==> config.mk <==
export PLATFORM = sky130hd
export DESIGN_NAME = mio_wb_decoder
export DESIGN_NICKNAME = d
export VERILOG_FILES = /design/src/rtl/mio_wb_decoder.sv
export SDC_FILE = /design/constraint.sdc
export NUM_CORES = 1
export LEC_CHECK = 0
export CAP_MARGIN = 20
export CORE_MARGIN = 3
export CORE_UTILIZATION = 38
export CTS_BUF_LIST = sky130_fd_sc_hd__clkbuf_8
export DETAILED_ROUTE_END_ITERATION = 8
export GPL_ROUTABILITY_DRIVEN = 0
export PLACE_DENSITY = 0.82
export RECOVER_POWER = 100
export SYNTH_ARGS = -nofsm -noshare
export SYNTH_HDL_FRONTEND = slang
export SYNTH_SLANG_ARGS = --single-unit
==> constraint.sdc <==
create_clock -name clk -period 4.64 [get_ports clk]
set_clock_uncertainty 0.1 [all_clocks]
set_input_delay 0.928 -clock clk [delete_from_list [all_inputs] [get_ports clk]]
set_output_delay 0.928 -clock clk [all_outputs]
set_load 0.005 [all_outputs]
==> src/rtl/mio_wb_decoder.sv <==
// mio_wb_decoder: single-master Wishbone-style address decoder for up to 8 slave slots.
// Each access is latched, decoded to one slot (lowest index wins on overlap), strobed for
// one cycle, then held until the slave reports ready. The access is then acked, or flagged
// as an error when no slot matches.
// Optional feature: define MIO_WB_TIMEOUT_EN to bound the wait phase to TO_CYCLES cycles.
// A slave that has not responded by then gets an error ack.
module mio_wb_decoder #(
    parameter int NSLV = 4,
    parameter logic [NSLV*32-1:0] SLV_BASE =
        {32'h00000000, 32'hFFFFD000, 32'hFFFFFE00, 32'hFFFFFF00},
    parameter logic [NSLV*32-1:0] SLV_MASK =
        {32'hFFFF0000, 32'hFFFFF000, 32'hFFFFFF00, 32'hFFFFFF00},
    parameter int TO_CYCLES = 15
) (
    input  logic              clk,
    input  logic              rst,
    // master side
    input  logic [31:0]       adr_i,
    input  logic [31:0]       dat_i,
    input  logic              we_i,
    input  logic              stb_i,
    output logic [31:0]       dat_o,
    output logic              ack_o,
    output logic              err_o,
    // slave side
    output logic [NSLV-1:0]   slv_sel_o,
    output logic [NSLV-1:0]   slv_we_o,
    output logic [NSLV-1:0]   slv_rd_o,
    output logic [31:0]       slv_adr_o,
    output logic [31:0]       slv_dat_o,
    input  logic [NSLV*32-1:0] slv_dat_i,
    input  logic [NSLV-1:0]   slv_rdy_i
);

    localparam logic [2:0] S_IDLE = 3'd0;
    localparam logic [2:0] S_REQ  = 3'd1;
    localparam logic [2:0] S_WAIT = 3'd2;
    localparam logic [2:0] S_ACK  = 3'd3;
    localparam logic [2:0] S_ERR  = 3'd4;

    // Elaboration-time sanity checks on the configuration.
    if (NSLV < 1 || NSLV > 8) begin : g_bad_nslv
        $error("mio_wb_decoder: NSLV must be in 1..8");
    end
    if (TO_CYCLES < 1 || TO_CYCLES > 255) begin : g_bad_to
        $error("mio_wb_decoder: TO_CYCLES must be in 1..255");
    end

    logic [2:0]      state_q, state_d;
    logic [NSLV-1:0] sel_oh_q;
    logic            we_q;
    logic [NSLV-1:0] hit_oh;
    logic            hit;
    logic            rdy_hit;
    logic [31:0]     rd_data;
    logic            latch;
    logic            cap_rd;
    logic            clr_dat;

`ifdef MIO_WB_TIMEOUT_EN
    localparam logic [7:0] TO_LIM = 8'(TO_CYCLES);
    logic [7:0] cnt_q, cnt_d;
    logic [7:0] cnt_inc;
    assign cnt_inc = cnt_q + 8'd1;
`endif

    // Address decode: scan high to low so the lowest matching slot is the one left standing.
    always_comb begin
        hit_oh = '0;
        hit    = 1'b0;
        for (int k = NSLV - 1; k >= 0; k--) begin
            if ((adr_i & SLV_MASK[k*32 +: 32]) == SLV_BASE[k*32 +: 32]) begin
                hit_oh    = '0;
                hit_oh[k] = 1'b1;
                hit       = 1'b1;
            end
        end
    end

    // Ready and read data of the currently selected slot.
    always_comb begin
        rdy_hit = |(slv_rdy_i & sel_oh_q);
        rd_data = '0;
        for (int k = 0; k < NSLV; k++) begin
            if (sel_oh_q[k]) rd_data = slv_dat_i[k*32 +: 32];
        end
    end

    // Next-state logic; an early strobe drop aborts silently before any wait/ready handling.
    always_comb begin
        state_d = state_q;
        latch   = 1'b0;
        cap_rd  = 1'b0;
        clr_dat = 1'b0;
`ifdef MIO_WB_TIMEOUT_EN
        cnt_d   = cnt_q;
`endif
        case (state_q)
            S_IDLE: begin
                if (stb_i) begin
                    latch = 1'b1;
                    if (hit) begin
                        state_d = S_REQ;
`ifdef MIO_WB_TIMEOUT_EN
                        cnt_d   = 8'd0;
`endif
                    end else begin
                        state_d = S_ERR;
                        clr_dat = 1'b1;
                    end
                end
            end
            S_REQ: begin
                if (!stb_i) begin
                    state_d = S_IDLE;
                end else if (rdy_hit) begin
                    state_d = S_ACK;
                    cap_rd  = ~we_q;
                end else begin
                    state_d = S_WAIT;
                end
            end
            S_WAIT: begin
                if (!stb_i) begin
                    state_d = S_IDLE;
                end else if (rdy_hit) begin
                    // Ready wins even on the cycle the timeout would fire.
                    state_d = S_ACK;
                    cap_rd  = ~we_q;
                end
`ifdef MIO_WB_TIMEOUT_EN
                else if (cnt_inc == TO_LIM) begin
                    state_d = S_ERR;
                    clr_dat = 1'b1;
                    cnt_d   = cnt_inc;
                end else begin
                    cnt_d   = cnt_inc;
                end
`endif
            end
            S_ACK:   state_d = S_IDLE;
            S_ERR:   state_d = S_IDLE;
            default: state_d = S_IDLE;
        endcase
    end

    // State and datapath registers.
    always_ff @(posedge clk or posedge rst) begin
        if (rst) begin
            state_q   <= S_IDLE;
            sel_oh_q  <= '0;
            we_q      <= 1'b0;
            slv_adr_o <= '0;
            slv_dat_o <= '0;
            dat_o     <= '0;
        end else begin
            state_q <= state_d;
            if (latch) begin
                slv_adr_o <= adr_i;
                slv_dat_o <= dat_i;
                we_q      <= we_i;
                sel_oh_q  <= hit_oh;
            end
            if (cap_rd) begin
                dat_o <= rd_data;
            end else if (clr_dat) begin
                dat_o <= '0;
            end
        end
    end

`ifdef MIO_WB_TIMEOUT_EN
    // Wait-phase cycle counter.
    always_ff @(posedge clk or posedge rst) begin
        if (rst) begin
            cnt_q <= 8'd0;
        end else begin
            cnt_q <= cnt_d;
        end
    end
`endif

    // Outputs decoded from state; all are zero in IDLE, so reset clears them immediately.
    always_comb begin
        ack_o     = (state_q == S_ACK) || (state_q == S_ERR);
        err_o     = (state_q == S_ERR);
        slv_sel_o = ((state_q == S_REQ) || (state_q == S_WAIT)) ? sel_oh_q : '0;
        slv_we_o  = ((state_q == S_REQ) && we_q) ? sel_oh_q : '0;
        slv_rd_o  = ((state_q == S_REQ) && !we_q) ? sel_oh_q : '0;
    end

endmodule

**Routing congestion map**

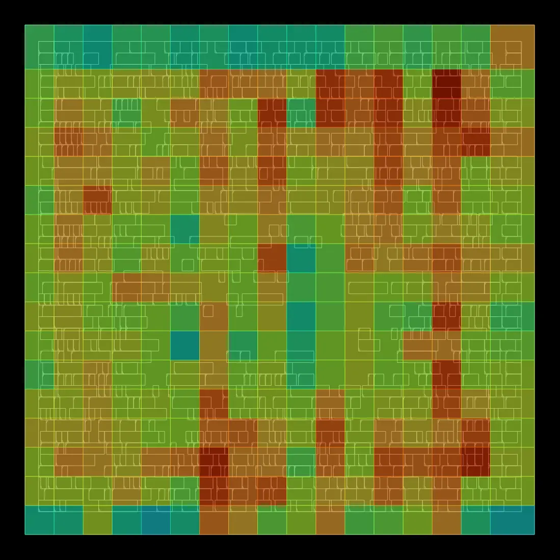
wire per inst: 17.4 um
post-layout util: 0.656
GR Util All Layers: 0.250
met3 usage: 0.0797

**Metal 2**

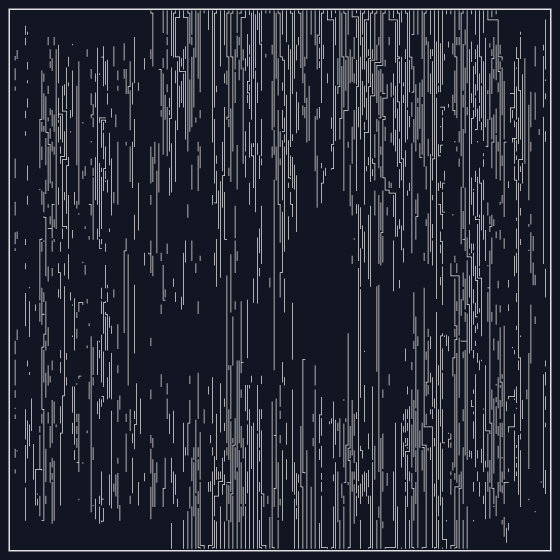
The layer holds 48% of the routed length. The longest straight run is 52.7 um. The wires run mostly vertical. 870 nets have wire on it. The layer carries 8,870 um of wire.

==> results.py <==
# Generated from Yosys and OpenROAD reports
metrics = {
    "outcome": {
        "run_status": "finished with violations",
        "violations": "max-capacitance violations, max-slew violations",
    },
    "setup_path": {
        "r2r-end": "dat_o[24]$_DFFE_PP0P_",
        "cp-start-kind": "input pin",
        "required_ns": 4.75,
        "path_cells": "dlygate4sd3_1, or3b_2, or2_0, nor2_2, clkbuf_2, o22ai_1",
        "cp.arrival_ns": 3.91,
        "ff2ff_path_depth": 5,
        "crit_fanout": 33,
        "setup.worst_path.class": "input pin to flip-flop",
        "endpoint": "dat_o[24]$_DFFE_PP0P_",
        "crit_buf_inv": 2,
    },
    "hold_path": {
        "hold_end": "slv_adr_o[27]$_DFFE_PP0P_",
        "hold_depth": 2,
    },
    "clocking": {
        "numCtsBuffers": 9,
        "cts_tree": "done",
        "path_clk_slew_ns": 0.10,
        "clk_latency_ns": 0.37,
        "postCtsSetupRepairBufs": 0,
        "cts_resized": 0,
    },
    "cells_and_area": {
        "clock_area_frac": 0.0219,
        "reg.largest.list": "dat_o (32), slv_adr_o (32), slv_dat_o (32)",
        "largest_class": "buffers",
        "n_antenna_cell": 0,
        "regArea_sq_um": 2610,
        "layout_top_cell": "nand2_1",
        "lay_top_cells": "nand2_1, clkdlybuf4s50_1, dlygate4sd3_1, dfrtp_1, nor2b_1",
        "final_layout_size_suffix_gt1_frac": 0.0362,
        "flops": 104,
        "seq_share": 0.311,
    },
    "logic_synthesis": {
        "syn_avg_cell_area_sq_um": 8.39,
        "ys_warn_count": 0,
        "area_leaders": "dfrtp_1, nand2_1, a221oi_1",
        "yosys.cell_types.count": 31,
        "yosysSeqAreaShare": 0.519,
        "synth-edff-count": 0,
        "ys_cells": 598,
        "common_cells": "nand2_1, dfrtp_1, clkbuf_1, nor2b_1",
        "synth_cells": 598,
        "top_cell_area_share": 0.519,
        "xor_share": 0.00175,
    },
    "sta": {
        "rsz0062_at_grt": "false",
        "worst_pin_slew_ns": 2.35,
        "whs_ns": 0.373,
        "fin_setup_tns_ns": 0,
        "fmax_mhz": 263,
        "period_used_share": 0.819,
        "setup_slack_ns": 0.841,
        "maxSlewViolCount": 85,
    },
    "power_and_ir_drop": {
        "p_int_mw": 1.48,
        "cellPowerDensity_nw_per_um2": 239,
        "p_sw_mw": 0.523,
        "clkPwrFrac": 0.269,
        "p_leak_nw": 3.73,
        "p_comb_frac": 0.223,
        "power_mw": 2.00,
    },
    "global_route": {
        "use_met1": 0.299,
        "antenna_found_initial": 0,
        "grt_first_pass_wirelength_mm": 28.7,
    },
    "detailed_routing": {
        "antenna_left": 0,
        "drc_errors": 0,
        "vias": 5341,
        "top_layer": "met4",
        "routed-wl-met2_mm": 8.87,
        "dr_wl_met3_mm": 1.81,
    },
    "floorplanning": {
        "fp-utilization": 0.393,
        "die_w_um": 121,
        "std_cell_rows": 41,
        "ios": 310,
        "core-area_sq_um": 12800,
    },
    "place": {
        "place_area_sq_um": 8210,
    },
    "job": {
        "cap_violations": 2,
    },
}
**M1 wires**

Bar = 20 um.
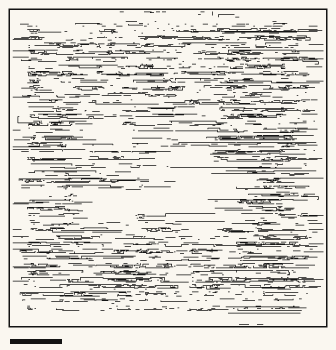
The layer carries 7,110 um of wire. The layer holds 39% of the routed length. 902 nets have wire on it. The longest straight run is 38.2 um.

**Met4 routing**

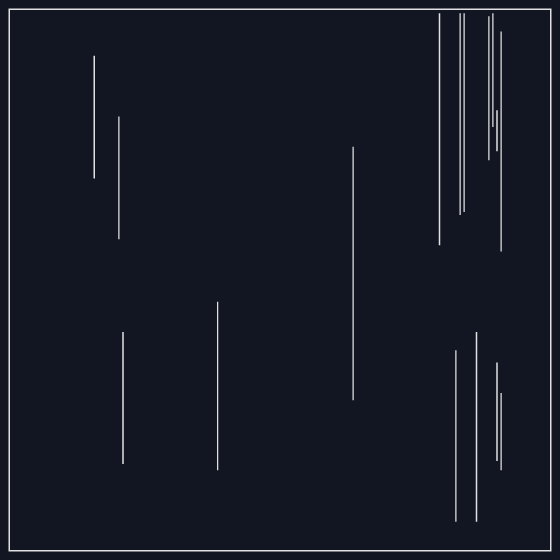
The layer holds 3.0% of the routed length. The wires run mostly vertical. The layer carries 552 um of wire.

